<file path="config.mk">
export PLATFORM = sky130hd
export DESIGN_NAME = bus_matrix_wb_firewall
export DESIGN_NICKNAME = d
export VERILOG_FILES = /design/src/rtl/bus_matrix_pkg.sv /design/src/rtl/bus_matrix_region_check.sv /design/src/rtl/bus_matrix_wb_firewall.sv
export SDC_FILE = /design/constraint.sdc
export NUM_CORES = 1
export LEC_CHECK = 0
export CAP_MARGIN = 5
export CORE_MARGIN = 2
export CORE_UTILIZATION = 37
export CTS_CLUSTER_DIAMETER = 150
export DETAILED_ROUTE_END_ITERATION = 8
export PLACE_DENSITY = 0.77
export SETUP_SLACK_MARGIN = 0.02
export SYNTH_ARGS = -nofsm -noshare
export SYNTH_HDL_FRONTEND = slang
export SYNTH_SLANG_ARGS = --single-unit
</file>
<file path="constraint.sdc">
create_clock -name clk -period 3.6 [get_ports clk]
set_input_delay 0.54 -clock clk [delete_from_list [all_inputs] [get_ports clk]]
set_output_delay 0.54 -clock clk [all_outputs]
set_load 0.02 [all_outputs]
</file>
<file path="src/rtl/bus_matrix_pkg.sv">
// rtl/bus_matrix_pkg.sv - shared bus matrix types: region attributes, firewall verdicts and states
package bus_matrix_pkg;

  localparam int unsigned FW_ADDR_W = 32;
  localparam int unsigned FW_CNT_W  = 16;

  typedef struct packed {
    logic [FW_ADDR_W-1:0] start_addr;
    logic [FW_ADDR_W-1:0] end_addr;
    logic                 secure_only;
    logic                 read_only;
  } region_attr_t;

  typedef enum logic [1:0] {
    VIOL_NONE      = 2'd0,
    VIOL_NO_REGION = 2'd1,
    VIOL_SECURE    = 2'd2,
    VIOL_READONLY  = 2'd3
  } fw_viol_e;

  typedef enum logic [1:0] {
    ST_IDLE = 2'd0,
    ST_FWD  = 2'd1,
    ST_RESP = 2'd2,
    ST_DENY = 2'd3
  } fw_state_e;

  // Both bounds inclusive.
  function automatic logic in_region(input region_attr_t r, input logic [FW_ADDR_W-1:0] adr);
    return (adr >= r.start_addr) && (adr <= r.end_addr);
  endfunction

endpackage

</file>
<file path="src/rtl/bus_matrix_region_check.sv">
// rtl/bus_matrix_region_check.sv - combinational region lookup returning hit index and access verdict
module bus_matrix_region_check
  import bus_matrix_pkg::*;
#(
  parameter int                             NUM_REGIONS = 4,
  parameter region_attr_t [NUM_REGIONS-1:0] REGIONS     = '0
) (
  input  logic [FW_ADDR_W-1:0] adr_i,
  input  logic                 we_i,
  input  logic                 secure_i,
  output logic                 hit_o,
  output logic [3:0]           hit_idx_o,
  output fw_viol_e             viol_o
);

  // Scan from the top down so the lowest-index hit is the last one written.
  always_comb begin
    hit_o     = 1'b0;
    hit_idx_o = 4'd0;
    viol_o    = VIOL_NO_REGION;
    for (int i = NUM_REGIONS - 1; i >= 0; i--) begin
      if (in_region(REGIONS[i], adr_i)) begin
        hit_o     = 1'b1;
        hit_idx_o = 4'(i);
        if (REGIONS[i].secure_only && !secure_i) begin
          viol_o = VIOL_SECURE;
        end else if (REGIONS[i].read_only && we_i) begin
          viol_o = VIOL_READONLY;
        end else begin
          viol_o = VIOL_NONE;
        end
      end
    end
  end

endmodule

</file>
<file path="src/rtl/bus_matrix_wb_firewall.sv">
// rtl/bus_matrix_wb_firewall.sv - Wishbone slave-side region firewall with downstream timeout;
// optional violation log enabled by BUS_MATRIX_FW_VIOLATION_LOG_EN
module bus_matrix_wb_firewall
  import bus_matrix_pkg::*;
#(
  parameter int                             NUM_REGIONS    = 4,
  parameter region_attr_t [NUM_REGIONS-1:0] REGIONS        = '0,
  parameter int                             TIMEOUT_CYCLES = 255,
  parameter int                             DATA_WIDTH     = 32
) (
  input  logic                    clk,
  input  logic                    rst,
  input  logic                    s_cyc_i,
  input  logic                    s_stb_i,
  input  logic                    s_we_i,
  input  logic [31:0]             s_adr_i,
  input  logic [DATA_WIDTH-1:0]   s_dat_i,
  input  logic [DATA_WIDTH/8-1:0] s_sel_i,
  input  logic                    s_secure_i,
  output logic                    s_ack_o,
  output logic                    s_err_o,
  output logic [DATA_WIDTH-1:0]   s_dat_o,
  output logic                    m_cyc_o,
  output logic                    m_stb_o,
  output logic                    m_we_o,
  output logic [31:0]             m_adr_o,
  output logic [DATA_WIDTH-1:0]   m_dat_o,
  output logic [DATA_WIDTH/8-1:0] m_sel_o,
  input  logic [DATA_WIDTH-1:0]   m_dat_i,
  input  logic                    m_ack_i,
  input  logic                    m_err_i,
  output logic                    viol_valid_o,
  output logic [31:0]             viol_addr_o,
  output logic [1:0]              viol_code_o,
  output logic [15:0]             viol_count_o,
  input  logic                    viol_clr_i
);

  localparam int SEL_W = DATA_WIDTH / 8;
  localparam logic [FW_CNT_W-1:0] TMO_LAST = 16'(TIMEOUT_CYCLES - 1);

  logic       rc_hit;
  logic [3:0] rc_hit_idx;
  fw_viol_e   rc_viol;

  bus_matrix_region_check #(
    .NUM_REGIONS(NUM_REGIONS),
    .REGIONS    (REGIONS)
  ) u_region_check (
    .adr_i    (s_adr_i),
    .we_i     (s_we_i),
    .secure_i (s_secure_i),
    .hit_o    (rc_hit),
    .hit_idx_o(rc_hit_idx),
    .viol_o   (rc_viol)
  );

  logic unused_rc;
  assign unused_rc = rc_hit ^ (^rc_hit_idx);

  fw_state_e             state_q, state_d;
  logic [FW_CNT_W-1:0]   cnt_q, cnt_d;
  logic                  m_cyc_q, m_cyc_d;
  logic                  m_we_q, m_we_d;
  logic [31:0]           m_adr_q, m_adr_d;
  logic [DATA_WIDTH-1:0] m_dat_q, m_dat_d;
  logic [SEL_W-1:0]      m_sel_q, m_sel_d;
  logic                  s_ack_q, s_ack_d;
  logic                  s_err_q, s_err_d;
  logic [DATA_WIDTH-1:0] s_dat_q, s_dat_d;
  logic                  deny_entry;

  always_comb begin
    state_d    = state_q;
    cnt_d      = cnt_q;
    m_cyc_d    = m_cyc_q;
    m_we_d     = m_we_q;
    m_adr_d    = m_adr_q;
    m_dat_d    = m_dat_q;
    m_sel_d    = m_sel_q;
    s_ack_d    = 1'b0;
    s_err_d    = 1'b0;
    s_dat_d    = s_dat_q;
    deny_entry = 1'b0;
    case (state_q)
      ST_IDLE: begin
        if (s_cyc_i && s_stb_i) begin
          if (rc_viol != VIOL_NONE) begin
            state_d    = ST_DENY;
            s_err_d    = 1'b1;
            deny_entry = 1'b1;
          end else begin
            state_d = ST_FWD;
            m_cyc_d = 1'b1;
            m_we_d  = s_we_i;
            m_adr_d = s_adr_i;
            m_dat_d = s_dat_i;
            m_sel_d = s_sel_i;
            cnt_d   = '0;
          end
        end
      end
      ST_FWD: begin
        // An abort outranks a same-cycle slave response, which is dropped.
        if (!s_cyc_i) begin
          state_d = ST_IDLE;
          m_cyc_d = 1'b0;
        end else if (m_ack_i || m_err_i) begin
          state_d = ST_RESP;
          m_cyc_d = 1'b0;
          s_dat_d = m_dat_i;
          s_err_d = m_err_i;
          s_ack_d = !m_err_i;
        end else if (cnt_q == TMO_LAST) begin
          state_d = ST_RESP;
          m_cyc_d = 1'b0;
          s_err_d = 1'b1;
          cnt_d   = cnt_q + 16'd1;
        end else begin
          cnt_d = cnt_q + 16'd1;
        end
      end
      default: state_d = ST_IDLE;
    endcase
  end

  always_ff @(posedge clk or posedge rst) begin
    if (rst) begin
      state_q <= ST_IDLE;
      cnt_q   <= '0;
      m_cyc_q <= 1'b0;
      m_we_q  <= 1'b0;
      m_adr_q <= '0;
      m_dat_q <= '0;
      m_sel_q <= '0;
      s_ack_q <= 1'b0;
      s_err_q <= 1'b0;
      s_dat_q <= '0;
    end else begin
      state_q <= state_d;
      cnt_q   <= cnt_d;
      m_cyc_q <= m_cyc_d;
      m_we_q  <= m_we_d;
      m_adr_q <= m_adr_d;
      m_dat_q <= m_dat_d;
      m_sel_q <= m_sel_d;
      s_ack_q <= s_ack_d;
      s_err_q <= s_err_d;
      s_dat_q <= s_dat_d;
    end
  end

  assign s_ack_o = s_ack_q;
  assign s_err_o = s_err_q;
  assign s_dat_o = s_dat_q;
  assign m_cyc_o = m_cyc_q;
  assign m_stb_o = m_cyc_q;
  assign m_we_o  = m_we_q;
  assign m_adr_o = m_adr_q;
  assign m_dat_o = m_dat_q;
  assign m_sel_o = m_sel_q;

`ifdef BUS_MATRIX_FW_VIOLATION_LOG_EN
  logic        vld_q, vld_d;
  logic [31:0] vaddr_q, vaddr_d;
  fw_viol_e    vcode_q, vcode_d;
  logic [15:0] vcnt_q, vcnt_d;

  // A clear wins over a same-cycle capture, but that violation still counts.
  always_comb begin
    vld_d   = vld_q;
    vaddr_d = vaddr_q;
    vcode_d = vcode_q;
    vcnt_d  = vcnt_q;
    if (viol_clr_i) begin
      vld_d   = 1'b0;
      vaddr_d = '0;
      vcode_d = VIOL_NONE;
      vcnt_d  = '0;
    end
    if (deny_entry) begin
      if (viol_clr_i) begin
        vcnt_d = 16'd1;
      end else if (vcnt_q != 16'hFFFF) begin
        vcnt_d = vcnt_q + 16'd1;
      end
      if (!viol_clr_i && !vld_q) begin
        vld_d   = 1'b1;
        vaddr_d = s_adr_i;
        vcode_d = rc_viol;
      end
    end
  end

  always_ff @(posedge clk or posedge rst) begin
    if (rst) begin
      vld_q   <= 1'b0;
      vaddr_q <= '0;
      vcode_q <= VIOL_NONE;
      vcnt_q  <= '0;
    end else begin
      vld_q   <= vld_d;
      vaddr_q <= vaddr_d;
      vcode_q <= vcode_d;
      vcnt_q  <= vcnt_d;
    end
  end

  assign viol_valid_o = vld_q;
  assign viol_addr_o  = vaddr_q;
  assign viol_code_o  = vcode_q;
  assign viol_count_o = vcnt_q;
`else
  logic unused_log;
  assign unused_log   = viol_clr_i ^ deny_entry;
  assign viol_valid_o = 1'b0;
  assign viol_addr_o  = '0;
  assign viol_code_o  = '0;
  assign viol_count_o = '0;
`endif

endmodule
</file>
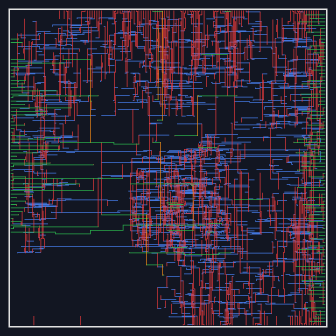
Run 1: routed metal, one color a layer
[blue] metal 1 | wire length: 5170 um
[green] metal 3 | wire length: 1320 um
[orange] metal 4 | wire length: 193 um
[red] metal 2 | wire length: 6390 um
via count: 4003
DR WL/cell: 15.4 um
GRT Resource Usage Total: 0.169

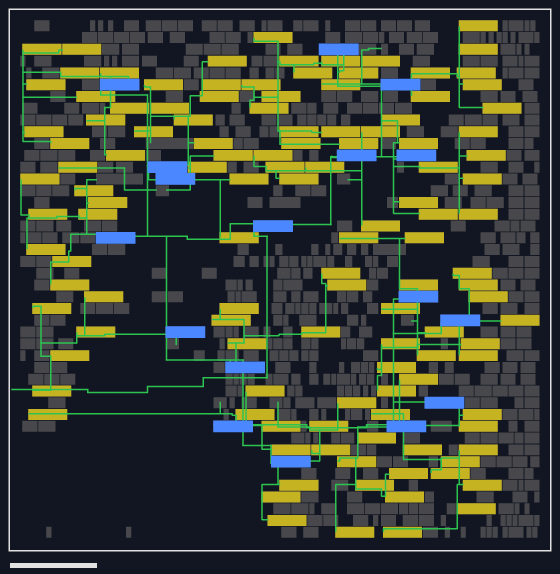
Run 1: clock network drawn from the DEF
Bar = 20 um.
[yellow] flip-flops | count: 122
[green] clock wires | length: 1630 um
[blue] clock drivers | count: 17
flops lie: all over the die
Setup Skew: 13.6 ps
Worst-Skew Late Latency: 410 ps
clock share of power: 0.409

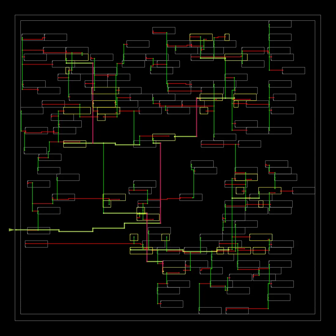
Run 1: the clock network
CTS sink count: 122
clk_buf instances: 19
seq_cells: 122

==> run summary, run 1 <==
flow finished, numbers: status=completed, Die W=roughly 120 um, # diodes=0, Critical Path End Type=flip-flop, Top class by area=sequential cells, post-DP HPWL=roughly 9500 um, first-pass GRT wire length=20900 um, # IOs=265, NumNets Final=761, Syn. warnings=0, CP bufs+invs=2, Filler cells=approximately 1200, Layout area overhead=49.7%, flop share of the area=0.378, top_reg_cell synth=dfrtp_1, Max power group=the clock network, sequential share of power=0.390, max_cap viols=0, slew of the pin with the lowest slew margin=671 ps, Clock buffers and inverters, area share=0.0727, Area after DPL=roughly 7500 um^2, library cells used by synthesis=roughly 42, Clock Tree Buf Depth=2, Place WS=637 ps, Worst R2R Path Depth=6, # Cells Yosys=433, Core Area=14400 um^2, setup bufs post-CTS=0, Slew Limit Fails=0, Post-CTS Resized=0, Hold WC Path Type=flip-flop to flip-flop, CP max-delay cell=buf_4, Worst EP required=approximately 3900 ps, Inverters=9, RD Place Congestion=between 0.8 and 0.9, CP Class=primary input to flip-flop, Sw Ratio=0.270, Finished Core Util=0.562, hold_sp=m_adr_o[19], CP max stage delay=roughly 440 ps, cell-internal power=slightly below 3 mW, Die H=125 um, Mapped Cells=433, Non-Filler Instances=847, die footprint=15500 um^2, clock root cell=clkbuf_16, Commonest Layout Cell=clkdlybuf4s50_1, cycle use final=0.695, tool warning count=29, Antenna Nets Post-Route=0, Crit path arrival time=2790 ps, vias per cell=4.73, worst r2r dst=s_err_o
==> run 1: cell usage after synthesis, types with 4 or more instances <==
library cell,n,area [um^2]
o211ai_1,4,30.0
nor2_1,12,45.0
buf_2,7,35.0
o211a_1,4,40.0
clkbuf_1,4,15.0
nand2_1,13,48.8
a41oi_1,4,35.0
buf_4,54,405
inv_1,9,33.8
nand2b_1,4,25.0
nor2b_1,34,213
nor4_1,14,87.6
mux2i_1,4,40.0
nand4_1,8,50.1
mux2_2,69,777
nand3_1,5,25.0
o21ai_0,5,25.0
buf_6,4,45.0
nor3_1,13,65.1
a21oi_1,12,60.1
dfrtp_1,122,3050
==> run 1: kinds of logic after synthesis <==
kind of cell	Yosys count	share of synthesized area
flops	122	0.567
simple gates	113	0.122
buf+inv	78	0.0991
mux	73	0.152
compound gates	44	0.0557
fa+ha+maj	2	0.00464
other cells	1	0.000696
==> run 1: routing by layer <==
| metal | up-vias | track usage | wire [um] |
|---|---|---|---|
| met1 | 1934 | 0.196 | 5170 |
| met4 | 0 | 0.0648 | 193 |
| met5 | - | 0 | 0 |
| met3 | 18 | 0.0735 | 1320 |
| li1 | 1858 | - | - |
| met2 | 193 | 0.275 | 6390 |
==> run 1: state kept, by name, summed over array words and instances, names as in the netlist <==
signal,count
m_adr_o,32
m_dat_o,32
s_dat_o,32
cnt_q,16
m_sel_o,4
state_q,2
m_cyc_o,1
m_we_o,1
s_ack_o,1
s_err_o,1
==> run 1: worst max path at each step <==
stage | depth (start not counted) | to | slack [ps]
2_1_floorplan | 5 | m_dat_o[10] | 1500
3_3_place_gp | 6 | m_dat_o[7] | 680
4_1_cts | 6 | m_dat_o[19] | 1070
6_report | 6 | m_dat_o[19] | 1100
3_5_place_dp | 6 | m_dat_o[19] | 640
5_1_grt | 6 | m_dat_o[19] | 890
Run 1, gate-type map:
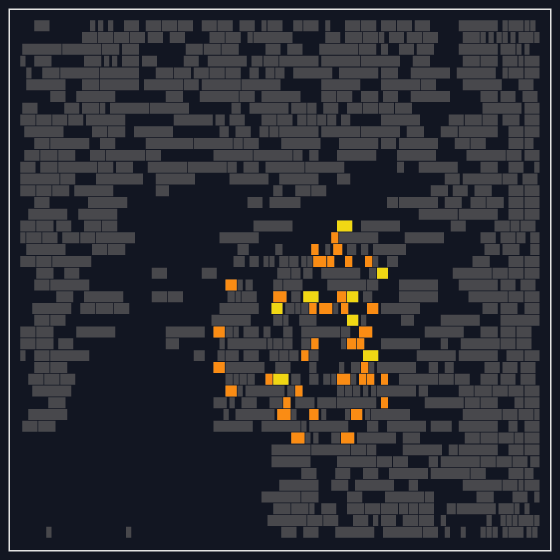

## Run 2: what changed since run 1
clock period = 2.25 ns   (was 3.6 ns; I/O delays follow)
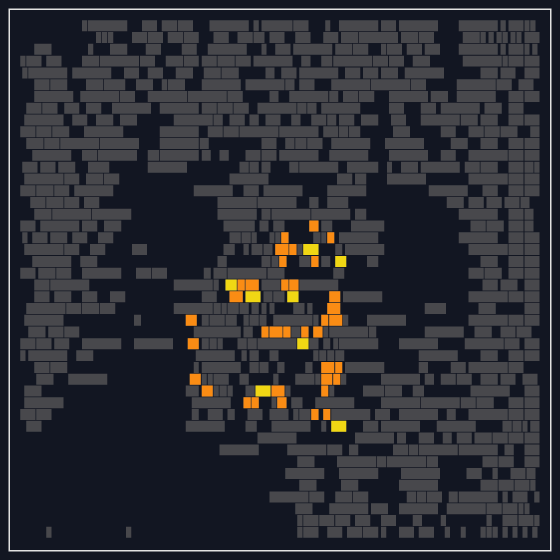
Run 2: gate-type map
[yellow] AND-OR and OR-AND gates | cells: 8 | most used: o211a_1 | where: center
[orange] inverting AOI/OAI gates | cells: 36 | most used: a21oi_1
Non-Filler Instances: 862
multi-input combinational area share: 0.243
Commonest Layout Cell: clkdlybuf4s50_1

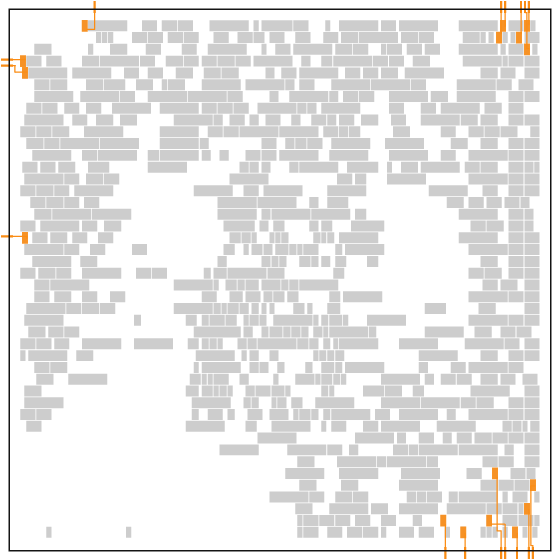
Run 2: I/O nets highlighted
[orange] viol_count_o | direction: output | edge: 7 bottom, 6 top, 3 left | end cells: 16 | buffers: 0 | wire: 109 um
# IOs: 265
PortBufs: 211

==> run 2 against run 1 <==
Against the previous run: flip-flop count stayed put; register-to-register slack lost 1200 ps; clock power up 53%; design area rose by 1.6%; power increased by 58%; clock skew down 7.2 ps; utilization grew 0.91 points; wire length rose by 2.7%; die size did not move; worst hold slack worse by 33 ps; via count grew 2.3%; critical path depth is the same; critical path type unchanged; critical endpoint is now m_sel_o[3].
==> run summary, run 2 <==
flow finished, numbers: DR WL/cell=roughly 16 um, via count=between 4000 and 5000, Slew Limit Fails=0, register area=3050 um^2, Post-CTS Resized=0, first-pass GRT wire length=21500 um, setup_tns=0 ps, pin count of the biggest net entering global routing=123, fp util=0.375, row cnt=44, vias per cell=~4.8, library cells used by synthesis=42, final hold violation count=0, Max-slew headroom=0.575, final-report setup violation count=0, Core Area=14400 um^2, # Cells Yosys=around 430, top routing layer used=met4, Post-synth ARST share=1.00, top_reg_cell synth=dfrtp_1, status=completed, Worst EP required=about 2500 ps, NumNets Final=around 780, Die W=125 um, cell-internal power=roughly 4.8 mW, Chip Area, Yosys=5390 um^2, critical-path cell list=clkdlybuf4s50_1, nor4_1, nand4_1, nor4_4, buf_12, mux2_2, GRT Resource Usage Total=0.172, Critical Path End Type=flip-flop, Metal-1 WL=5170 um, Die H=approximately 120 um, CP max-delay cell=clkdlybuf4s50_1, Area after DPL=~7600 um^2, overall power=~6.4 mW, cell family with most CP delay=simple AND/OR/NAND/NOR gates, setup bufs post-CTS=0, DR WL met2=6830 um, die footprint=15500 um^2, crit-path max FO=36, First-pass DRT Iterations=4, Mapped Cells=433, CP max stage delay=400 ps, initial antenna violation count=0, Gate power share=0.210, Sw Ratio=0.261, Finished Core Util=0.571, Crit path arrival time=~2300 ps, Layout area overhead=52.2%, maximum vdd ir drop=0.787 mV, CP Class=primary input to flip-flop, Worst-Skew Late Latency=400 ps, RD Place Congestion=about 0.85, max_cap viols=0, Hold WC Path Type=primary input to async pin, Syn. warnings=0, Setup Skew=about 6.4 ps, most frequent cell after synthesis=dfrtp_1, post-DP HPWL=9990 um, Fin Hold WS=between 400 and 500 ps, DR WL met3=~1200 um, FMAX=0.493 GHz, CP bufs+invs=2, cycle use final=0.902, clock share of power=0.397, DRC Markers=0, Place WS=-252 ps, share of layout cells above drive strength 1=0.190, slew of the pin with the lowest slew margin=approximately 640 ps, Post-synth EDFFs=0, minimum clock period=2030 ps, design area=8200 um^2, Clock H-tree levels=4, DRT Wirelength=~13000 um, Top-area cell share=0.567, Psw=1.68 mW, Antenna Nets Post-Route=0, grt ovf=0, CP Launch Type=primary input, clock root cell=clkbuf_16, unrepaired setup endpoints after global routing=false, tool warning count=31, Filler cells=approximately 1100, Clock Tree Buf Depth=2, Top area cell types=dfrtp_1 57%, mux2_2 14%, buf_4 7.5%, largest area contributor in the netlist=dfrtp_1, # diodes=0, commonest cells in the synthesized netlist=122 x dfrtp_1, 69 x mux2_2, 54 x buf_4, 34 x nor2b_1, 14 x nor4_1, Inserted Clock Buffers=17, CTS sink count=122, sequential share of power=0.393
==> run 2: layer usage <==
| metal | GRT usage | vias to the layer above |
|---|---|---|
| li1 | - | 1893 |
| met1 | 0.190 | 2001 |
| met2 | 0.299 | 186 |
| met3 | 0.0739 | 16 |
| met4 | 0.0529 | 0 |
| met5 | 0 | - |
==> run 2: cells by family (layout without fill, tap and decap cells) <==
kind of cell / after synthesis / after routing / synth area share
flip-flops: 122 / 122 / 0.567
AND/OR/NAND/NOR: 113 / 113 / 0.122
buffers and inverters: 78 / 273 / 0.0991
multiplexers: 73 / 73 / 0.152
AND-OR/OR-AND: 44 / 44 / 0.0557
adder cells (fa/ha/maj): 2 / 2 / 0.00464
other: 1 / 51 / 0.000696
==> run 2: power groups by stage <==
stage | Combinational [mW] | Sequential (mW) | Clock (mW)
after floorplan | 0.465 | 2.80 | 0
after global placement | 1.33 | 2.55 | 0
after detailed placement | 1.35 | 2.57 | 0
after CTS | 1.36 | 2.54 | 2.63
after global routing | 1.44 | 2.56 | 2.73
final | 1.35 | 2.53 | 2.56
==> run 2: path summary, 6_finish.rpt <==
| path | slack [ps] | start | cells past startpoint | end |
|---|---|---|---|---|
| hold / removal | 470 | rst | 3 | s_dat_o[6] |
| max in group asynchronous | 1300 | rst | 3 | cnt_q[13] |
| setup reg to reg | 230 | cnt_q[0] | 6 | s_err_o |
| hold reg to reg | 490 | m_adr_o[22] | 1 | m_adr_o[22] |
| min in group clk | 490 | m_adr_o[22] | 1 | m_adr_o[22] |
| setup / recovery | 220 | s_adr_i[8] | 6 | m_sel_o[3] |
==> run 2: final cells by class <==
class | count | area share
flip-flops and latches | 122 | 0.372
repair buffers | 234 | 0.283
multi-input cells | 283 | 0.243
clock buffers | 24 | 0.0612
well taps | 184 | 0.0281
clock inverters | 6 | 0.00778
inverters | 9 | 0.00458
Run 2, the clock network:
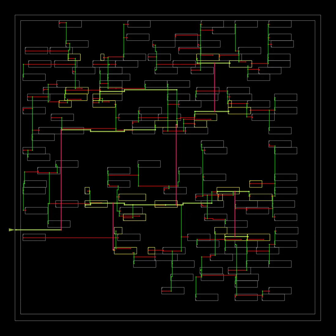

## Run 3: what changed since run 2
==> constraint.sdc (replaced) <==
create_clock -name clk -period 2.25 [get_ports clk]
set_input_delay 0.45 -clock clk [delete_from_list [all_inputs] [get_ports clk]]
set_output_delay 0.45 -clock clk [all_outputs]
set_load 0.02 [all_outputs]
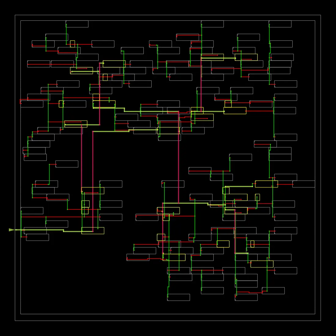
Run 3: the clock network
Setup Skew: 5.70 ps
Inserted Clock Buffers: 17
Clk. pwr: 2.41 mW
clk_buf instances: 20

==> run 3 against run 2 <==
Against the previous run: clock-buffer cell count shrank 4; sequential share of layout area shrank 0.051 points; clock skew shrank 0.74 ps; via count grew 0.90%; global-route usage grew 0.14 points; setup slack lost 130 ps; die size is the same; flip-flop count is the same; utilization grew 0.078 points; critical endpoint is now m_dat_o[31]; worst hold slack gained 30 ps; combinational power is essentially flat; first-iteration DRC count shrank 11%.
==> run summary, run 3 <==
flow finished, numbers: Area after DPL=7680 um^2, Fin Hold WS=499 ps, Layout area overhead=52.4%, Die W=125 um, Worst EP required=about 2500 ps, Post-synth ARST share=1.00, post-DP HPWL=between 9000 and 10000 um, Finished Core Util=0.571, DR WL/cell=15.5 um, Clock H-tree levels=4, setup_tns=0 ps, overall power=around 6.3 mW, die footprint=~16000 um^2, Critical Path End Type=flip-flop, GRT Resource Usage Total=0.173, pin count of the biggest net entering global routing=123, most frequent cell after synthesis=dfrtp_1, largest area contributor in the netlist=dfrtp_1, maximum vdd ir drop=0.568 mV, share of layout cells above drive strength 1=0.200, Top-area cell share=0.567, DRT Wirelength=about 13000 um, hold_sp=m_adr_o[0], First-pass DRT Iterations=4, Syn. warnings=0, row cnt=44, Max-slew headroom=0.556, CP Launch Type=primary input, tool warning count=31, Antenna Nets Post-Route=0, Mapped Cells=433, grt ovf=0, r2r startpoint=cnt_q[0], Post-synth EDFFs=0, first-pass GRT wire length=21400 um, DRC Markers=0, Hold WC Path Type=flip-flop to flip-flop, library cells used by synthesis=42, status=completed
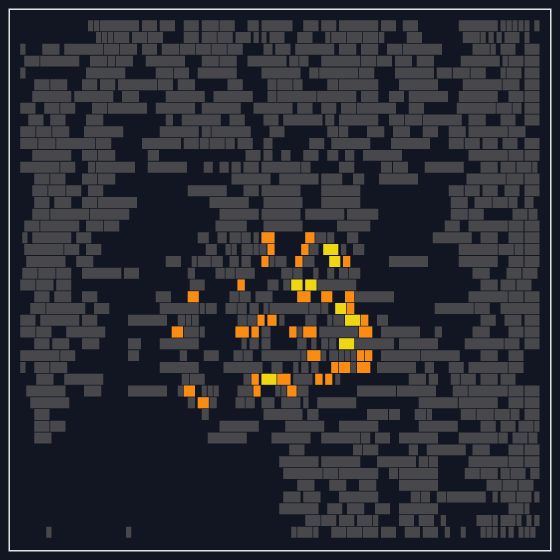
Run 3: gate-type map
[orange] inverting AOI/OAI gates | cells: 36 | most used: a21oi_1 | where: center
[yellow] AND-OR and OR-AND gates | cells: 8 | most used: o211a_1 | where: center
Non-Filler Instances: 869
multi-input combinational area share: 0.243

-- run 3: cell counts after synthesis --
No cell type changed its count.
-- run 3: cell families after synthesis --
| family | count (synthesis) | share of synthesized area |
|---|---|---|
| AOI/OAI and AO/OA | 44 | 0.0557 |
| muxes | 73 | 0.152 |
| DFF | 122 | 0.567 |
| other | 1 | 0.000696 |
| and+or+nand+nor | 113 | 0.122 |
| adders and majority gates | 2 | 0.00464 |
| buffers and inverters | 78 | 0.0991 |
-- run 3: routing by layer --
| layer | part of all wire | up-vias | GRT usage | wire length (um) |
|---|---|---|---|---|
| met4 | 0.020 | 0 | 0.0780 | 268 |
| met1 | 0.39 | 2022 | 0.193 | 5260 |
| met3 | 0.091 | 22 | 0.0726 | 1220 |
| met5 | 0 | - | 0 | 0 |
| li1 | - | 1896 | - | - |
| met2 | 0.50 | 193 | 0.288 | 6720 |
-- run 3: final cells by class --
cell class	count	area (um^2)
inverters	9	37.5
fillers	1167	6160
well taps	184	230
clock buffers	20	457
multi-input cells	283	1990
flip-flops and latches	122	3050
repair buffers	240	2370
clock inverters	11	75.1
-- run 3: worst paths after layout --
check / cells past startpoint / slack (ps) / endpoint
worst max-delay path: 6 / 90 / m_dat_o[31]
worst min-delay path: 1 / 500 / m_adr_o[0]
worst max register to register: 6 / 150 / s_err_o
worst min register to register: 1 / 500 / m_adr_o[0]
max in group asynchronous: 3 / 1180 / s_dat_o[22]
min in group asynchronous: 3 / 540 / m_adr_o[26]
-- run 3: critical path, cell delays in order --
cell and delay (ps):
clkdlybuf4s50_1 400, nor4_1 350, nand4_1 270, nor4_4 360, buf_12 260, mux2_2 360
-- run 3: report_power, final --
part           total (mW)  leakage (nW)  switching, mW  internal (mW)
logic                1.35          1.77          0.645          0.709
registers            2.53          1.63          0.122           2.41
clock network        2.41         0.250          0.964           1.45
Power figures rest on the tool's default switching activity, not on a simulated workload.
